===== config.mk =====
export PLATFORM = sky130hd
export DESIGN_NAME = ram_fifo_ctrl
export DESIGN_NICKNAME = d
export VERILOG_FILES = /design/src/rtl/ram_fifo_ctrl.sv
export SDC_FILE = /design/constraint.sdc
export NUM_CORES = 1
export LEC_CHECK = 0
export ABC_CLOCK_PERIOD_IN_PS = 3200
export CAP_MARGIN = 30
export CORE_ASPECT_RATIO = 1.2
export CORE_MARGIN = 8
export CORE_UTILIZATION = 30
export DETAILED_ROUTE_END_ITERATION = 16
export PLACE_DENSITY_LB_ADDON = 0.12
export SLEW_MARGIN = 10
export SYNTH_ARGS = -nofsm -noshare
export SYNTH_HDL_FRONTEND = slang
export SYNTH_SLANG_ARGS = --single-unit

===== constraint.sdc =====
create_clock -name clk_i -period 3.2 [get_ports clk_i]
set_input_delay 0.64 -clock clk_i [delete_from_list [all_inputs] [get_ports clk_i]]
set_output_delay 0.64 -clock clk_i [all_outputs]
set_load 0.02 [all_outputs]

===== src/rtl/ram_fifo_ctrl.sv =====
// First-word-fall-through FIFO controller around a simple dual-port RAM with a
// one-cycle registered read; a 2-entry output buffer hides that read latency.
module ram_fifo_ctrl #(
    parameter int MEMORY_WIDTH = 72,
    parameter int ADDRS_WIDTH  = 8
) (
    input  logic                    clk_i,
    input  logic                    rst_i,
    input  logic                    s_valid_i,
    input  logic [MEMORY_WIDTH-1:0] s_data_i,
    output logic                    s_ready_o,
    output logic                    m_valid_o,
    output logic [MEMORY_WIDTH-1:0] m_data_o,
    input  logic                    m_ready_i,
    output logic [ADDRS_WIDTH:0]    ram_level_o,
    output logic                    ram_ena_o,
    output logic                    ram_wea_o,
    output logic [ADDRS_WIDTH-1:0]  ram_addra_o,
    output logic [MEMORY_WIDTH-1:0] ram_dia_o,
    output logic                    ram_enb_o,
    output logic [ADDRS_WIDTH-1:0]  ram_addrb_o,
    input  logic [MEMORY_WIDTH-1:0] ram_dob_i
);

    localparam logic [ADDRS_WIDTH:0] FULL_LEVEL = {1'b1, {ADDRS_WIDTH{1'b0}}};

    logic [ADDRS_WIDTH:0]    wr_ptr;
    logic [ADDRS_WIDTH:0]    rd_ptr;
    logic                    rd_pend;
    logic [1:0]              out_cnt;
    logic [MEMORY_WIDTH-1:0] obuf0;
    logic [MEMORY_WIDTH-1:0] obuf1;

    logic                    push;
    logic                    pop;
    logic                    issue;
    logic [2:0]              occ_next;
    logic [1:0]              cnt_after_pop;
    logic [1:0]              cnt_next;
    logic [MEMORY_WIDTH-1:0] obuf0_next;
    logic [MEMORY_WIDTH-1:0] obuf1_next;

    // Level and ready come from registered pointers only: a word written this
    // cycle is not readable until the next, avoiding RAM read/write collisions.
    assign ram_level_o = wr_ptr - rd_ptr;
    assign s_ready_o   = (ram_level_o != FULL_LEVEL);
    assign m_valid_o   = (out_cnt != 2'd0);
    assign m_data_o    = obuf0;

    assign push = s_valid_i & s_ready_o;
    assign pop  = m_valid_o & m_ready_i;

    // Port A: write path, combinational from the producer handshake
    assign ram_ena_o   = push;
    assign ram_wea_o   = push;
    assign ram_addra_o = wr_ptr[ADDRS_WIDTH-1:0];
    assign ram_dia_o   = s_data_i;

    // Port B: only issue a read when its word is guaranteed a buffer slot
    assign occ_next    = {1'b0, out_cnt} + {2'b00, rd_pend} + 3'd1 - {2'b00, pop};
    assign issue       = (ram_level_o != '0) & (occ_next <= 3'd2);
    assign ram_enb_o   = issue;
    assign ram_addrb_o = rd_ptr[ADDRS_WIDTH-1:0];

    // Output buffer: shift on pop, then append the landing read word behind it
    assign cnt_after_pop = out_cnt - {1'b0, pop};
    assign cnt_next      = cnt_after_pop + {1'b0, rd_pend};

    always_comb begin
        obuf0_next = pop ? obuf1 : obuf0;
        obuf1_next = obuf1;
        if (rd_pend) begin
            if (cnt_after_pop == 2'd0) begin
                obuf0_next = ram_dob_i;
            end else begin
                obuf1_next = ram_dob_i;
            end
        end
    end

    always_ff @(posedge clk_i) begin
        if (rst_i) begin
            wr_ptr  <= '0;
            rd_ptr  <= '0;
            rd_pend <= 1'b0;
            out_cnt <= 2'd0;
            obuf0   <= '0;
            obuf1   <= '0;
        end else begin
            if (push) begin
                wr_ptr <= wr_ptr + 1'b1;
            end
            if (issue) begin
                rd_ptr <= rd_ptr + 1'b1;
            end
            rd_pend <= issue;
            out_cnt <= cnt_next;
            obuf0   <= obuf0_next;
            obuf1   <= obuf1_next;
        end
    end

endmodule


Fig. 1: run 1, I/O pins on the die edge
Scale: 2 px per um. Pins as bars across the die edge, other pins in gray.
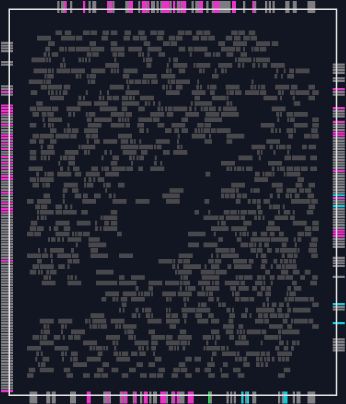
legend:
  m_data_o:
    color: magenta
    pins: 72
    direction: output
    edge: 25 top, 21 left, 16 bottom, 10 right
  ram_addrb_o:
    color: cyan
    pins: 8
    direction: output
    edge: 4 right, 4 bottom
  m_valid_o:
    color: green
    pins: 1
    direction: output
    edge: bottom
all pins by edge: 116 left, 74 right, 69 top, 63 bottom

Fig. 2: run 1, metal layers overlaid
Scale: 1.5 px per um. Only two layers are drawn.
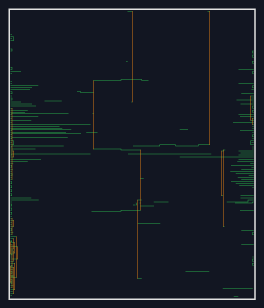
legend:
  M3:
    color: green
    wire_length: 1,540 um
  M4:
    color: orange
    wire_length: 594 um
gr usage total: 14.4%
Vias: 6,442

==> run summary, run 1 <==
fresh numbers from the pnr run: status finished, violations left, failing checks negative setup slack, sequential cell area share 31.6%, Non-clk bufs 243, Cells after Synth 916, Adder Area Share 2.77%, initial antenna violation count 1, Final Setup Violations 5, invs w/o clock 23, r2r startpoint wr_ptr[0], Reg2Reg Capture Point wr_ptr[8], netlist area before placement 7770 sq um, Starting Density 30.5%, clk tree area frac 5.81%, die height 192 um, Syn-to-layout area delta 34.6%, number of setup buffers added after CTS 1, GRT busiest layer met2, dominant kind of cell logic gates, main flop type dfxtp_1, Comb/total area 35.2%, Placed Cells 1,340, Worst Hold Slack 453 ps, VDD IR max 0.595 mV, max-slew violation count 0, WL per Instance 16.6 um, Synth cell types 46, Nets 1,195, worst path cell trace inv_2 > ha_4 > fa_2 > nor2b_2 > or2_4 > o2111a_1 > nor3_1 > or4_4 > o21ai_4 > clkinvlp_4 > buf_6, final hold viol count 0, final worst slack -310 ps, power per cell area 950 nW/um^2, final wirelength 22,800 um, fin crit period 3510 ps, GRT met3 Usage 4.59%, relative slew slack 35.3%, CTS Buf Count 17, setup TNS -1220 ps, critical path endpoint category output pin, worst setup path start wr_ptr[0], GRT overflow 0, Post-DRT Antenna Nets 0
Fig. 3: run 1, placed standard cells
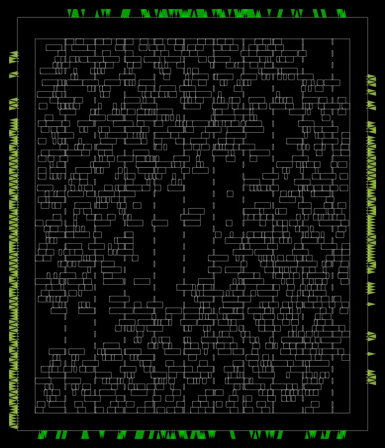
non-filler instance count after layout: 1,374
number of fill cells in the layout: 2,592
Cell Rows: 64
end-of-flow core utilization: 41.0%

[run 1: registers in the layout, indices dropped and copies added, names as in the netlist]
signal    flops
m_data_o     72
obuf1        72
out_cnt       2
rd_pend       1
rd_ptr        9
wr_ptr        9
[run 1: cells in the mapped netlist, types with 6 or more instances]
cell      number  area [sq um]
dfxtp_1      165          3300
nand2_1      157           589
buf_4         90           676
a21oi_1       88           440
nor2_1        88           330
mux2i_1       75           751
a211oi_1      72           541
clkbuf_1      48           180
inv_1         22          82.6
ha_1          14           175
o21ai_0       11          55.1
or3_1          9          56.3
buf_1          7          26.3
nand3_1        6          30.0
nor3_1         6          30.0
xnor2_1        6          52.6
[run 1: power breakdown]
group | switching, mW | internal (mW)
combinational | 2.64 | 2.16
sequential | 0.347 | 2.69
clock | 0.960 | 1.12
total | 3.95 | 5.98
Fig. 4: run 1, port wiring
Scale: 1.5 px per um.
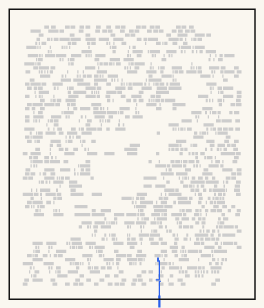

--- run 2 (diff from run 1) ---
SKIP_CTS_REPAIR_TIMING = 1   (was default)
Fig. 5: run 2, port wiring
Scale: 1.5 px per um.
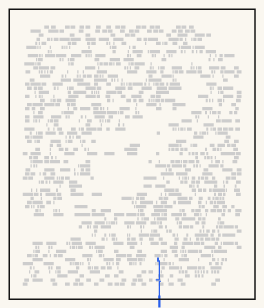
legend:
  m_valid_o:
    color: blue
    bits: 1
    direction: output
    edge: bottom
    end_cells: 1
    buffers: 1
    wire: 27.3 um

==> run 2 against run 1 <==
- the run still ends with negative setup slack left
- wire length shrank 0.18%
- global-route usage is essentially flat
- utilization shrank 0.13 points
- area after synthesis is the same
- worst hold slack is essentially flat
- non-clock buffer count is the same
- highest routed layer unchanged
==> run summary, run 2 <==
fresh numbers from the pnr run: status finished, violations left, failing checks negative setup slack, Cells after Synth 916 (unchanged), netlist area before placement 7770 sq um (unchanged), VDD IR max 0.596 mV (about the same), Vias 6,467 (+0.39%), WL per Instance 16.6 um (-0.18%), end-of-flow core utilization 40.9% (-0.13 points), final hold viol count 0 (unchanged), critical path endpoint category output pin, Final Setup Violations 5 (unchanged), Clk network pwr share 21.0% (about the same), final wirelength 22,800 um (-0.18%), Nets 1,195 (unchanged), P_int 5.98 mW (about the same), max-slew violation count 0 (unchanged), CTS Buf Count 17 (unchanged), power per cell area 952 nW/um^2 (+0.25%), Starting Density 30.5% (unchanged), GRT busiest layer met2, switching share of power 39.7% (about the same), top cell type by instance count after synthesis dfxtp_1, Comb power 4.80 mW (about the same), Seq group 3.04 mW (about the same), relative slew slack 34.9% (-0.43 points), Post-DRT Antenna Nets 0 (unchanged), initial antenna violation count 1 (unchanged), final worst slack -308 ps (+1.49 ps), top cells, area dfxtp_1 43%, mux2i_1 9.7%, buf_4 8.7%, GRT overflow 0 (unchanged), GRT met3 Usage 4.52% (-0.064 points)
Fig. 6: run 2, placed standard cells
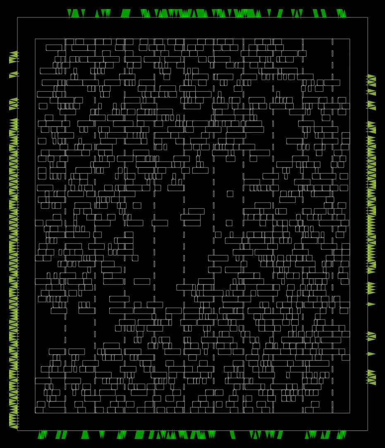
number of fill cells in the layout: 2,590
tap cells: 330

## run 2: worst min-delay path: cells and delay by family (launching register included)
kind,cells,cell delay [ps]
compound gates,1,50
simple gates,1,50
flops,1,310
## run 2: final cells by class
class / count / area (sq um)
clock buffer: 17 / 425
clock inverter: 15 / 181
tap: 330 / 413
multi-input combinational: 581 / 3660
timing repair buffer: 243 / 2340
fill: 2590 / 15000
inverter: 23 / 92.6
sequential: 165 / 3310
## run 2: worst max-delay path by stage
stage,start,to,slack [ps],cells after the start
finish,wr_ptr[0],ram_wea_o,-310,11
global route,wr_ptr[0],ram_wea_o,-450,11
CTS,wr_ptr[0],ram_wea_o,-910,11
detailed placement,wr_ptr[0],ram_wea_o,-440,11
global placement,wr_ptr[0],ram_wea_o,-410,11
floorplan,wr_ptr[0],ram_wea_o,-80,12
No activity file was given, so power comes from the tool's default toggle rates.
